===== src/rtl/hist_pkg.sv =====
// Shared types and size derivations for the histogram job scheduler.
package hist_pkg;

    localparam int DEF_NUM_REQ       = 4;
    localparam int DEF_STREAM_LENGTH = 128;
    localparam int DEF_DONE_TIMEOUT  = 16;

    typedef enum logic [2:0] {
        IDLE   = 3'd0,
        CLEAR  = 3'd1,
        FEED   = 3'd2,
        DRAIN  = 3'd3,
        RESULT = 3'd4
    } state_e;

    // Counter must hold the full STREAM_LENGTH value, not just STREAM_LENGTH-1.
    function automatic int cnt_width(input int stream_length);
        return $clog2(stream_length + 1);
    endfunction

endpackage


===== src/rtl/hist_job_scheduler_rr_arbiter.sv =====
// Round-robin arbiter: first set request at or above ptr_i, wrapping around.
module rr_arbiter #(
    parameter int NUM_REQ = 4,
    parameter int IDX_W   = 2
) (
    input  logic [NUM_REQ-1:0] req_i,
    input  logic [IDX_W-1:0]   ptr_i,
    output logic [NUM_REQ-1:0] gnt_o,
    output logic [IDX_W-1:0]   idx_o,
    output logic               any_o
);

    // Scan from the farthest candidate down so the closest request to ptr_i wins last.
    always_comb begin
        logic [IDX_W-1:0] cand;
        gnt_o = '0;
        idx_o = '0;
        any_o = 1'b0;
        cand  = '0;
        for (int off = NUM_REQ - 1; off >= 0; off--) begin
            cand = IDX_W'((int'(ptr_i) + off) % NUM_REQ);
            if (req_i[cand]) begin
                gnt_o       = '0;
                gnt_o[cand] = 1'b1;
                idx_o       = cand;
                any_o       = 1'b1;
            end else begin
                any_o = any_o;
            end
        end
    end

endmodule


===== src/rtl/hist_job_scheduler.sv =====
// Time-shares one histogram_compressor between NUM_REQ requesters, one job
// (STREAM_LENGTH bit pairs) at a time, and returns the four counts per job.
module hist_job_scheduler
    import hist_pkg::*;
#(
    parameter int NUM_REQ       = DEF_NUM_REQ,
    parameter int STREAM_LENGTH = DEF_STREAM_LENGTH,
    parameter int COUNTER_WIDTH = cnt_width(STREAM_LENGTH),
    parameter int DONE_TIMEOUT  = DEF_DONE_TIMEOUT,
    localparam int IDX_W        = (NUM_REQ > 1) ? $clog2(NUM_REQ) : 1
) (
    input  logic                     clk,
    input  logic                     rst,
    input  logic [NUM_REQ-1:0]       req,
    output logic [NUM_REQ-1:0]       gnt,
    input  logic [NUM_REQ-1:0]       src_a,
    input  logic [NUM_REQ-1:0]       src_b,
    input  logic [NUM_REQ-1:0]       src_valid,
    output logic [NUM_REQ-1:0]       src_ready,
    output logic                     core_rst_n,
    output logic                     core_stream_a,
    output logic                     core_stream_b,
    output logic                     core_valid,
    input  logic [COUNTER_WIDTH-1:0] core_count_00,
    input  logic [COUNTER_WIDTH-1:0] core_count_01,
    input  logic [COUNTER_WIDTH-1:0] core_count_10,
    input  logic [COUNTER_WIDTH-1:0] core_count_11,
    input  logic                     core_done,
    output logic                     res_valid,
    input  logic                     res_ready,
    output logic [IDX_W-1:0]         res_id,
    output logic [COUNTER_WIDTH-1:0] res_count_00,
    output logic [COUNTER_WIDTH-1:0] res_count_01,
    output logic [COUNTER_WIDTH-1:0] res_count_10,
    output logic [COUNTER_WIDTH-1:0] res_count_11,
    output logic                     res_timeout
);

    localparam int WAIT_W = $clog2(DONE_TIMEOUT + 1);
    localparam logic [COUNTER_WIDTH-1:0] LAST_PAIR = COUNTER_WIDTH'(STREAM_LENGTH - 1);

    state_e                   state_q, state_d;
    logic [IDX_W-1:0]         win_q, win_d;
    logic [IDX_W-1:0]         rr_ptr_q, rr_ptr_d;
    logic [COUNTER_WIDTH-1:0] bit_cnt_q, bit_cnt_d;
    logic [WAIT_W-1:0]        wait_cnt_q, wait_cnt_d;
    logic [NUM_REQ-1:0]       gnt_q, gnt_d;
    logic                     core_rst_n_q;
    logic                     res_valid_q;
    logic [IDX_W-1:0]         res_id_q;
    logic [COUNTER_WIDTH-1:0] res_c00_q, res_c01_q, res_c10_q, res_c11_q;
    logic                     res_timeout_q;

    logic [NUM_REQ-1:0]       arb_gnt_s;
    logic [IDX_W-1:0]         arb_idx_s;
    logic                     arb_any_s;
    logic                     feed_s;

    rr_arbiter #(
        .NUM_REQ (NUM_REQ),
        .IDX_W   (IDX_W)
    ) u_arb (
        .req_i (req),
        .ptr_i (rr_ptr_q),
        .gnt_o (arb_gnt_s),
        .idx_o (arb_idx_s),
        .any_o (arb_any_s)
    );

    assign feed_s = (state_q == FEED);

    // Winner's stream is passed straight through to the core while feeding.
    always_comb begin
        src_ready     = '0;
        core_valid    = 1'b0;
        core_stream_a = 1'b0;
        core_stream_b = 1'b0;
        if (feed_s) begin
            src_ready[win_q] = 1'b1;
            core_valid       = src_valid[win_q];
            core_stream_a    = src_a[win_q];
            core_stream_b    = src_b[win_q];
        end else begin
            src_ready = '0;
        end
    end

    // Next-state logic; wait_cnt_q times both the CLEAR pulse and the DRAIN timeout.
    always_comb begin
        state_d    = state_q;
        win_d      = win_q;
        rr_ptr_d   = rr_ptr_q;
        bit_cnt_d  = bit_cnt_q;
        wait_cnt_d = wait_cnt_q;
        gnt_d      = gnt_q;
        case (state_q)
            IDLE: begin
                if (arb_any_s) begin
                    state_d    = CLEAR;
                    win_d      = arb_idx_s;
                    gnt_d      = arb_gnt_s;
                    bit_cnt_d  = '0;
                    wait_cnt_d = '0;
                end else begin
                    gnt_d = '0;
                end
            end
            CLEAR: begin
                if (wait_cnt_q == WAIT_W'(1)) begin
                    state_d    = FEED;
                    wait_cnt_d = '0;
                end else begin
                    wait_cnt_d = wait_cnt_q + 1'b1;
                end
            end
            FEED: begin
                if (core_valid && (bit_cnt_q == LAST_PAIR)) begin
                    state_d    = DRAIN;
                    bit_cnt_d  = '0;
                    wait_cnt_d = '0;
                end else if (core_valid) begin
                    bit_cnt_d = bit_cnt_q + 1'b1;
                end else begin
                    bit_cnt_d = bit_cnt_q;
                end
            end
            DRAIN: begin
                if (core_done || (wait_cnt_q == WAIT_W'(DONE_TIMEOUT - 1))) begin
                    state_d = RESULT;
                end else begin
                    wait_cnt_d = wait_cnt_q + 1'b1;
                end
            end
            RESULT: begin
                if (res_ready) begin
                    state_d  = IDLE;
                    gnt_d    = '0;
                    rr_ptr_d = (win_q == IDX_W'(NUM_REQ - 1)) ? '0 : win_q + 1'b1;
                end else begin
                    state_d = RESULT;
                end
            end
            default: begin
                state_d = IDLE;
                gnt_d   = '0;
            end
        endcase
    end

    // State, bookkeeping and registered result/core-control outputs.
    always_ff @(posedge clk) begin
        if (rst) begin
            state_q       <= IDLE;
            win_q         <= '0;
            rr_ptr_q      <= '0;
            bit_cnt_q     <= '0;
            wait_cnt_q    <= '0;
            gnt_q         <= '0;
            core_rst_n_q  <= 1'b0;
            res_valid_q   <= 1'b0;
            res_id_q      <= '0;
            res_c00_q     <= '0;
            res_c01_q     <= '0;
            res_c10_q     <= '0;
            res_c11_q     <= '0;
            res_timeout_q <= 1'b0;
        end else begin
            state_q      <= state_d;
            win_q        <= win_d;
            rr_ptr_q     <= rr_ptr_d;
            bit_cnt_q    <= bit_cnt_d;
            wait_cnt_q   <= wait_cnt_d;
            gnt_q        <= gnt_d;
            core_rst_n_q <= (state_d != CLEAR);
            res_valid_q  <= (state_d == RESULT);
            if ((state_q == DRAIN) && (state_d == RESULT)) begin
                res_id_q      <= win_q;
                res_c00_q     <= core_count_00;
                res_c01_q     <= core_count_01;
                res_c10_q     <= core_count_10;
                res_c11_q     <= core_count_11;
                res_timeout_q <= ~core_done;
            end
        end
    end

    assign gnt          = gnt_q;
    assign core_rst_n   = core_rst_n_q;
    assign res_valid    = res_valid_q;
    assign res_id       = res_id_q;
    assign res_count_00 = res_c00_q;
    assign res_count_01 = res_c01_q;
    assign res_count_10 = res_c10_q;
    assign res_count_11 = res_c11_q;
    assign res_timeout  = res_timeout_q;

endmodule

===== config.mk =====
export PLATFORM = sky130hd
export DESIGN_NAME = hist_job_scheduler
export DESIGN_NICKNAME = d
export VERILOG_FILES = /design/src/rtl/hist_pkg.sv /design/src/rtl/hist_job_scheduler_rr_arbiter.sv /design/src/rtl/hist_job_scheduler.sv
export SDC_FILE = /design/constraint.sdc
export NUM_CORES = 1
export LEC_CHECK = 0
export CORE_MARGIN = 8
export CORE_UTILIZATION = 50
export DETAILED_ROUTE_END_ITERATION = 7
export GPL_ROUTABILITY_DRIVEN = 0
export GPL_TIMING_DRIVEN = 1
export PLACE_DENSITY = 0.86
export SETUP_SLACK_MARGIN = 0.3
export SYNTH_ARGS = -nofsm -noshare
export SYNTH_HDL_FRONTEND = slang
export SYNTH_SLANG_ARGS = --single-unit

===== constraint.sdc =====
create_clock -name clk -period 4.3 [get_ports clk]
set_input_delay 0.86 -clock clk [delete_from_list [all_inputs] [get_ports clk]]
set_output_delay 0.86 -clock clk [all_outputs]
set_load 0.005 [all_outputs]

Run 1, M1 wires:
Bar = 20 um.
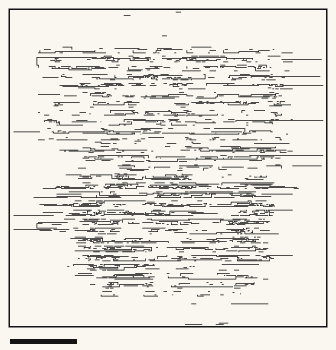
main direction: horizontal
wire length on this layer: 3,480 um
longest straight run: 26.2 um
share of all routed wire: 41%
total number of vias: 2,954
Detailed Route WL: 8490 um

Run 1, met2 routing:
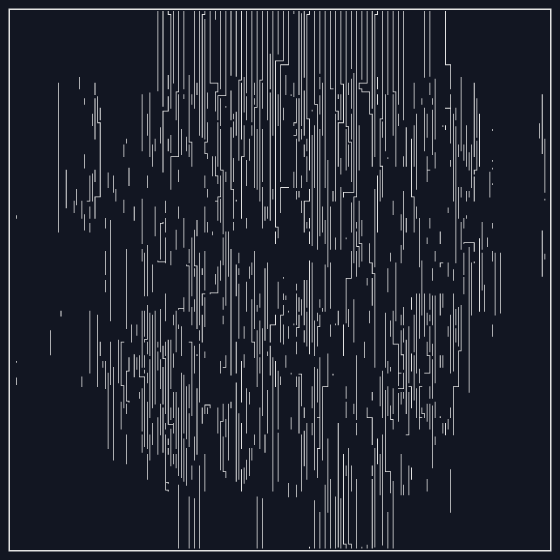
longest straight run: 32.6 um
wire length on this layer: 4,400 um
nets with wire on the layer: 437
share of all routed wire: 52%
main direction: vertical
met2 GRT Util: 33.0%

==> Changelog: implementation, run 1 <==
### Changed

* Power attributed to combinational cells at 0.173 mW
* Share of the core filled with cells at 72.7%
* Flop count at 61
* Total core area at 5990 um2
* Cell accounting for the most synthesized area: sky130_fd_sc_hd__dfxtp_1
* Worst hold endpoint: res_count_01[5]$_SDFFE_PP0P_
* Placed inst area at between 4000 and 5000 um2
* Vias per cell at 5.45
* Cell with the most instances after synthesis: sky130_fd_sc_hd__nand2_1
* Layout Cells excl Fill at 542
* Number of warnings the tools reported at 37
* Number of logic gates at 278
* Flop-to-flop setup slack at 1.70 ns
* Maximum resistive drop on vdd at 0.000346 V
* CTS clk-pin slew, worst paths at 0.07 ns
* Min-Delay Path Depth at 2
* Number of placed I/O pins at approximately 100
* Combinational group share of total power at between 10% and 20%
* Final Cycle Share at just under 80%
* Max-cap viol count at 0
* Most used flip-flop cell after synthesis: sky130_fd_sc_hd__dfxtp_1
* Proportion of final cell area spent on non-clock buffers at between 20% and 30%
* Top power group: the clock network
* Well tap count at 75
* Max-Slew Margin vs Limit at 27.0%
* Sequential cell area fraction in the yosys report at 39.2%
* Actual slew at the worst max-slew pin at 1.09 ns
* Storage element area at between 1000 and 1500 um2
* Total inserted antenna cells at 0
* Arrival time worst endpoint at between 2 and 2.5 ns
* Most area-consuming cells after synthesis: sky130_fd_sc_hd__dfxtp_1 39%, sky130_fd_sc_hd__nand2_1 10%, sky130_fd_sc_hd__a21oi_1 8.3%, sky130_fd_sc_hd__ha_1 6.4%, sky130_fd_sc_hd__nor2_1 3.0%
* Number of cells in the yosys synthesis report at 370
* Sequential fraction of total cell area at 28.1%
* Final hold slack at 0.453 ns
* Areal power density over the cells at 323 nW/um2
* Worst hold path class: flop to flop
* Floorplan die height at 95.0 um
* Signal inverters at 10
* Number of flops mapped to enable cells by yosys at 0
* Status: finished clean
* Compound-cell area share of the yosys netlist at a little under a fifth
* Number of gates given a new drive strength after cts at 0
* Post-synthesis adder-cell area fraction at 6.42%
* Number of cell rows at 28
* Dpl cells at 526
* Pin count of the biggest net entering global routing at 60
* Clock Sinks at 61
* Max-area cell share at approximately 39%
Run 1, metal 3:
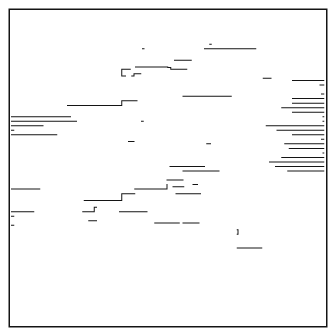
main direction: horizontal
nets with wire on the layer: 45
longest straight run: 19.6 um
wire length on this layer: 440 um
GRT met3 Usage: 6.03%

==> run 1: routing by layer <==
| metal | up-vias | routed length [um] | part of all wire [%] | track usage, % |
|---|---|---|---|---|
| met1 | 1398 | 3480 | 41 | 21.3 |
| met3 | 15 | 439 | 5.2 | 6.03 |
| met5 | - | 0 | 0 | 0 |
| li1 | 1467 | - | - | - |
| met4 | 0 | 164 | 1.9 | 7.02 |
| met2 | 74 | 4400 | 52 | 33.0 |
==> run 1: worst max-delay path: stages <==
cell and delay (ns):
sky130_fd_sc_hd__clkdlybuf4s50_1 0.40, sky130_fd_sc_hd__mux4_2 0.55, sky130_fd_sc_hd__and2_4 0.20, sky130_fd_sc_hd__clkdlybuf4s50_1 0.46
==> run 1 -> run 2 <==
--- a/config.mk
+++ b/config.mk
@@ -6,11 +6,11 @@
 export NUM_CORES = 1
 export LEC_CHECK = 0
 export CORE_MARGIN = 8
-export CORE_UTILIZATION = 50
+export CORE_UTILIZATION = 46
 export DETAILED_ROUTE_END_ITERATION = 7
 export GPL_ROUTABILITY_DRIVEN = 0
 export GPL_TIMING_DRIVEN = 1
-export PLACE_DENSITY = 0.86
+export PLACE_DENSITY = 0.8
 export SETUP_SLACK_MARGIN = 0.3
 export SYNTH_ARGS = -nofsm -noshare
 export SYNTH_HDL_FRONTEND = slang
==> constraint.sdc (replaced) <==
create_clock -name clk -period 3.2 [get_ports clk]
set_input_delay 0.64 -clock clk [delete_from_list [all_inputs] [get_ports clk]]
set_output_delay 0.64 -clock clk [all_outputs]
set_load 0.005 [all_outputs]
Run 2, M1 wires:
Bar = 20 um.
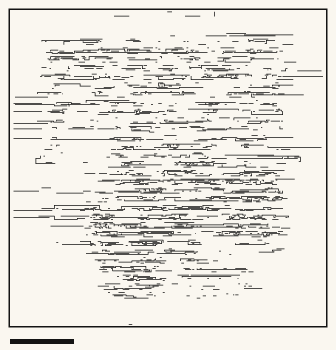
longest straight run: 26.2 um
nets with wire on the layer: 475
share of all routed wire: 41%
main direction: horizontal
wire length on this layer: 3,370 um
met1 GRT Util: 19.3%
Detailed Route WL: 8300 um
total number of vias: 2,932

==> run 2 against run 1 <==
Effect of this change:
- sequential share of layout area is essentially flat
- cell count increased by 1.5%
- critical path depth unchanged
- area after synthesis stayed put
==> Changelog: implementation, run 2 <==
### Changed

* Cell accounting for the most synthesized area: sky130_fd_sc_hd__dfxtp_1
* Maximum resistive drop on vdd at 0.000314 V
* Smallest setup slack after layout at 0.410 ns
* Static power due to leakage at 1.57 nW
* Final hold slack at 0.454 ns
* Number of warnings the tools reported at 37
* Cell with the most instances after synthesis: sky130_fd_sc_hd__nand2_1
* Max-area cell share at ~40%
* Vias per cell at 5.33
* Worst hold path class: flop to flop
* Min-Delay Path Depth at 2
* Met2 GRT Util at 29.9%
* Most common library cell in the layout ignoring fill and taps: sky130_fd_sc_hd__clkdlybuf4s50_1
* Number of placed I/O pins at 100
* Source of the worst hold timing path: res_count_11[4]$_SDFFE_PP0P_
* Most used flip-flop cell after synthesis: sky130_fd_sc_hd__dfxtp_1
* Total inserted antenna cells at 0
* Largest delay share family, worst path: buffers and inverters
* Critical path's most frequent cell: sky130_fd_sc_hd__clkdlybuf4s50_1
* Max-Slew Margin vs Limit at 60.2%
* Arrival time worst endpoint at around 2.2 ns
* Final Cycle Share at 87.2%
* Clock Sinks at 61
* Total met3 wirelength after detailed routing at 329 um
* Number of flops mapped to enable cells by yosys at 0
* Share of the core filled with cells at 65.3%
* Actual slew at the worst max-slew pin at 0.596 ns
* Most area-consuming cells after synthesis: sky130_fd_sc_hd__dfxtp_1 39%, sky130_fd_sc_hd__nand2_1 10%, sky130_fd_sc_hd__a21oi_1 8.3%, sky130_fd_sc_hd__ha_1 6.4%, sky130_fd_sc_hd__nor2_1 3.0%
* Flop-to-flop setup slack at 0.61 ns
* GRT busiest layer: met2
* Cell breakdown of the critical path: clkdlybuf4s50_1 > mux4_2 > and2_4 > clkdlybuf4s50_1
* Number of cell rows at 30
* Layout Cells excl Fill at 550
* Number of cells in the yosys synthesis report at 370
* Number of gates given a new drive strength after cts at 1
* Areal power density over the cells at between 400 and 500 nW/um2
* Status: finished clean
* CP max stage cell: sky130_fd_sc_hd__mux4_2
* Compound-cell area share of the yosys netlist at 18.3%
* Placed inst area at a little over 4000 um2
* Max-cap viol count at 0
* Total core area at 6680 um2
* Highest metal layer with signal wires: met4
* CTS clk-pin slew, worst paths at 0.07 ns
* Routed length on met1 at 3370 um
* Detailed route wirelength on metal2 at 4480 um
==> run 2: worst min-delay path: stages, from the launching register on <==
cell                      delay [ns]
sky130_fd_sc_hd__dfxtp_1        0.31
sky130_fd_sc_hd__nand2_1        0.05
sky130_fd_sc_hd__a21oi_1        0.05
==> run 2: final cells by class <==
cell class / count / area [um2]
fillers: 573 / 2320
repair buffers: 105 / 1030
flip-flops and latches: 61 / 1220
clock buffers: 12 / 155
inverters: 10 / 37.5
clock inverters: 4 / 70.1
multi-input cells: 278 / 1750
well taps: 80 / 100
==> run 2: power by group <==
part / internal (mW) / leakage, nW / switching [mW] / total [mW]
logic: 0.133 / 0.957 / 0.104 / 0.237
clock network: 0.479 / 0.116 / 0.293 / 0.772
registers: 0.778 / 0.493 / 0.0248 / 0.803
==> run 2 -> run 3 <==
--- a/config.mk
+++ b/config.mk
@@ -12,6 +12,7 @@
 export GPL_TIMING_DRIVEN = 1
 export PLACE_DENSITY = 0.8
 export SETUP_SLACK_MARGIN = 0.3
+export SKIP_CTS_REPAIR_TIMING = 1
 export SYNTH_ARGS = -nofsm -noshare
 export SYNTH_HDL_FRONTEND = slang
 export SYNTH_SLANG_ARGS = --single-unit
==> constraint.sdc (replaced) <==
create_clock -name clk -period 3.2 [get_ports clk]
set_input_delay 0.64 -clock clk [delete_from_list [all_inputs] [get_ports clk]]
set_output_delay 0.64 -clock clk [all_outputs]
set_load 0.05 [all_outputs]
Run 3, met2 routing:
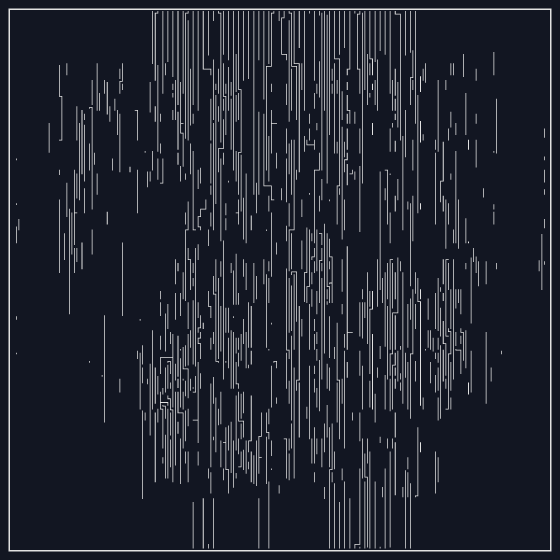
wire length on this layer: 4,450 um
main direction: vertical
met2 GRT Util: 30.2%
total number of vias: 2,988
Detailed Route WL: 8520 um

==> run 3 against run 2 <==
Effect of this change:
- area after synthesis unchanged
- sequential share of layout area shrank 0.077 points
- clock skew shrank 0.0022 ns
- cell count down 0.18%
- combinational power grew 18%
- maximum frequency rose by 5.8%
- routed wire length grew 2.7%
- setup slack improved by 0.15 ns
- sequential power about the same
- power rose by 6.4%
- clock power up 9.8%
- critical path type is now flop to output port
==> Changelog: implementation, run 3 <==
### Changed

* Number of cell rows at 30
* Combinational group share of total power at around 14%
* Max-area cell share at 39.2%
* Most area-consuming cells after synthesis: sky130_fd_sc_hd__dfxtp_1 39%, sky130_fd_sc_hd__nand2_1 10%, sky130_fd_sc_hd__a21oi_1 8.3%, sky130_fd_sc_hd__ha_1 6.4%, sky130_fd_sc_hd__nor2_1 3.0%
* CTS clk-pin slew, worst paths at 0.07 ns
* Yosys warning count at 0
* Max-Slew Margin vs Limit at 61.3%
* Static power due to leakage at 1.59 nW
* Number of antenna violations at the first check in global routing at 0
* Storage element area at 1220 um2
* Arrival time worst endpoint at 2.00 ns
* Share of the core filled with cells at 65.4%
* Power drawn by the sequential cells at between 0.8 and 0.9 mW
* All-Layer GR Usage at 17.4%
* Pin count of the biggest net entering global routing at around 40
* Switching power at 0.466 mW
* Worst hold path class: flop to flop
* Final Total Pwr at 1.93 mW
* Logic cell area at 1750 um2
* Areal power density over the cells at 441 nW/um2
* Crit path DRT at 2.56 ns
* Port Buffer Count at just under 100
* Root buf cell: sky130_fd_sc_hd__clkbuf_8
* Most used flip-flop cell after synthesis: sky130_fd_sc_hd__dfxtp_1
* Max-cap viol count at 0
* Total gr overflow at 0
* Total CTS buffers at 9
* Worst Setup Path Type: flop to output port
* Total inserted antenna cells at 0
* Final Skew at 0.00746 ns
* Final Cycle Share at 82.4%
* Clock Sinks at 61
* Flop-to-flop setup slack at 0.79 ns
* Fraction of power consumed by sequential logic at 41.6%
* Number of slew-limit violations in the final report at 0
* Worst-path fanout max at 9
* Post-route minimum period at 2.64 ns
* Top power group: the clock network
* Clock Power Share at 44.0%
* Number of instances in the synthesized netlist at around 370
* Actual slew at the worst max-slew pin at 0.579 ns
* Largest logic family: simple AND/OR/NAND/NOR gates
* Floorplan die height at 98.3 um
* Type of destination of the critical path: output port
* Min-Delay Path Depth at 2
* Synthesis-stage register bit count at 61
* Clk power at 0.848 mW
* Status: finished clean
* Post-synthesis adder-cell area fraction at 6.42%
* Cell accounting for the most synthesized area: sky130_fd_sc_hd__dfxtp_1
* Routed len/inst at between 15 and 20 um
* Most common library cell in the layout ignoring fill and taps: sky130_fd_sc_hd__clkdlybuf4s50_1
* Number of hold violations in the final report at 0
* Setup Viol. Count Final at 0
* Nets at 533
* Worst setup slack after placement at 0.567 ns
* Net switching share of the total power at between 20% and 30%
* Die area at approximately 9700 um2
* Drt pass-1 iters at 4
* Maximum resistive drop on vdd at 0.000299 V
* Total core area at 6680 um2
* Compound-cell area share of the yosys netlist at ~18%
* Startpoint of the worst-slack reg-to-reg timing path: wait_cnt_q[0]$_SDFFE_PP0P_
* Source of the worst hold timing path: res_count_11[5]$_SDFFE_PP0P_
* Number of placed I/O pins at 100
* Clock H-tree levels at 3
* Dpl cells at 534
* Placed inst area at 4120 um2
* Initial core utilization at 46.7%
* Worst hold endpoint: res_count_11[5]$_SDFFE_PP0P_
* Synthesized area at 3120 um2
* Number of flops mapped to enable cells by yosys at 0
* Final hold slack at 0.452 ns
* Number of warnings the tools reported at 37
* Vias per cell at about 5.4
* Antenna Nets Post-Route at 0
* Proportion of synthesized area in mux cells at about 6.8%
* Number of cells in the yosys synthesis report at ~370
* Sequential cell area fraction in the yosys report at 39.2%
* Cell with the most instances after synthesis: sky130_fd_sc_hd__nand2_1
* Cell Type Count at 53
* Layout Cells excl Fill at 549
* Setup repair after global routing missed its margin: no
* Fraction of registers with async set/reset at 0%
* Internal Pwr Total at 1.46 mW
* Layout filler cell count at 569
* Smallest setup slack after layout at 0.563 ns
* Power attributed to combinational cells at 0.279 mW
* Commonest cells in the synthesized netlist: 85 x sky130_fd_sc_hd__nand2_1, 61 x sky130_fd_sc_hd__dfxtp_1, 52 x sky130_fd_sc_hd__a21oi_1
## run 3: cell counts after synthesis
Identical to the previous run, type by type.
## run 3: area by class of cell
class	instances	share of cell area, %
inverter	10	0.859
tap	80	2.29
multi-input combinational	278	40.1
clock buffer	11	3.47
timing repair buffer	105	23.2
sequential	61	27.9
clock inverter	4	2.18
## run 3: critical path, stage by stage (launching register included)
cell,delay [ns]
sky130_fd_sc_hd__dfxtp_1,0.62
sky130_fd_sc_hd__mux4_2,0.65
sky130_fd_sc_hd__and2_4,0.21
sky130_fd_sc_hd__buf_4,0.18
## run 3: metal layers
metal  routed length, um  part of all wire [%]  up-vias  track usage, %
li1                    -                     -     1472               -
met1                3430                    40     1408            19.3
met2                4450                    52       89            30.2
met3                 469                   5.5       19            5.69
met4                 178                   2.1        0            6.49
met5                   0                     0        -               0

==> gallery <==
Routing congestion.
image #1
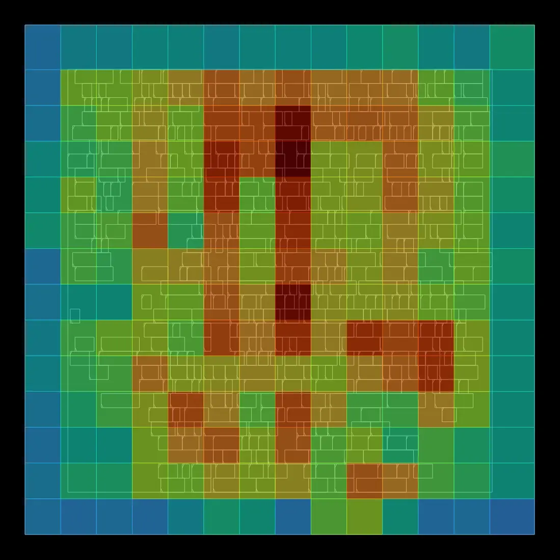
image #2
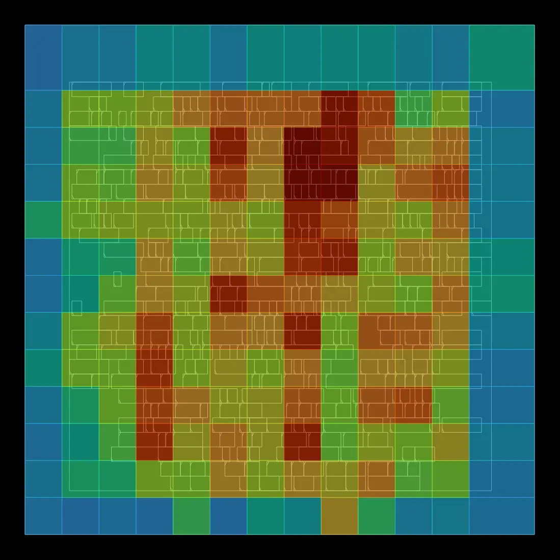
run 2 -> image #1
run 1 -> image #2

Power is estimated from default activity; no workload was simulated.
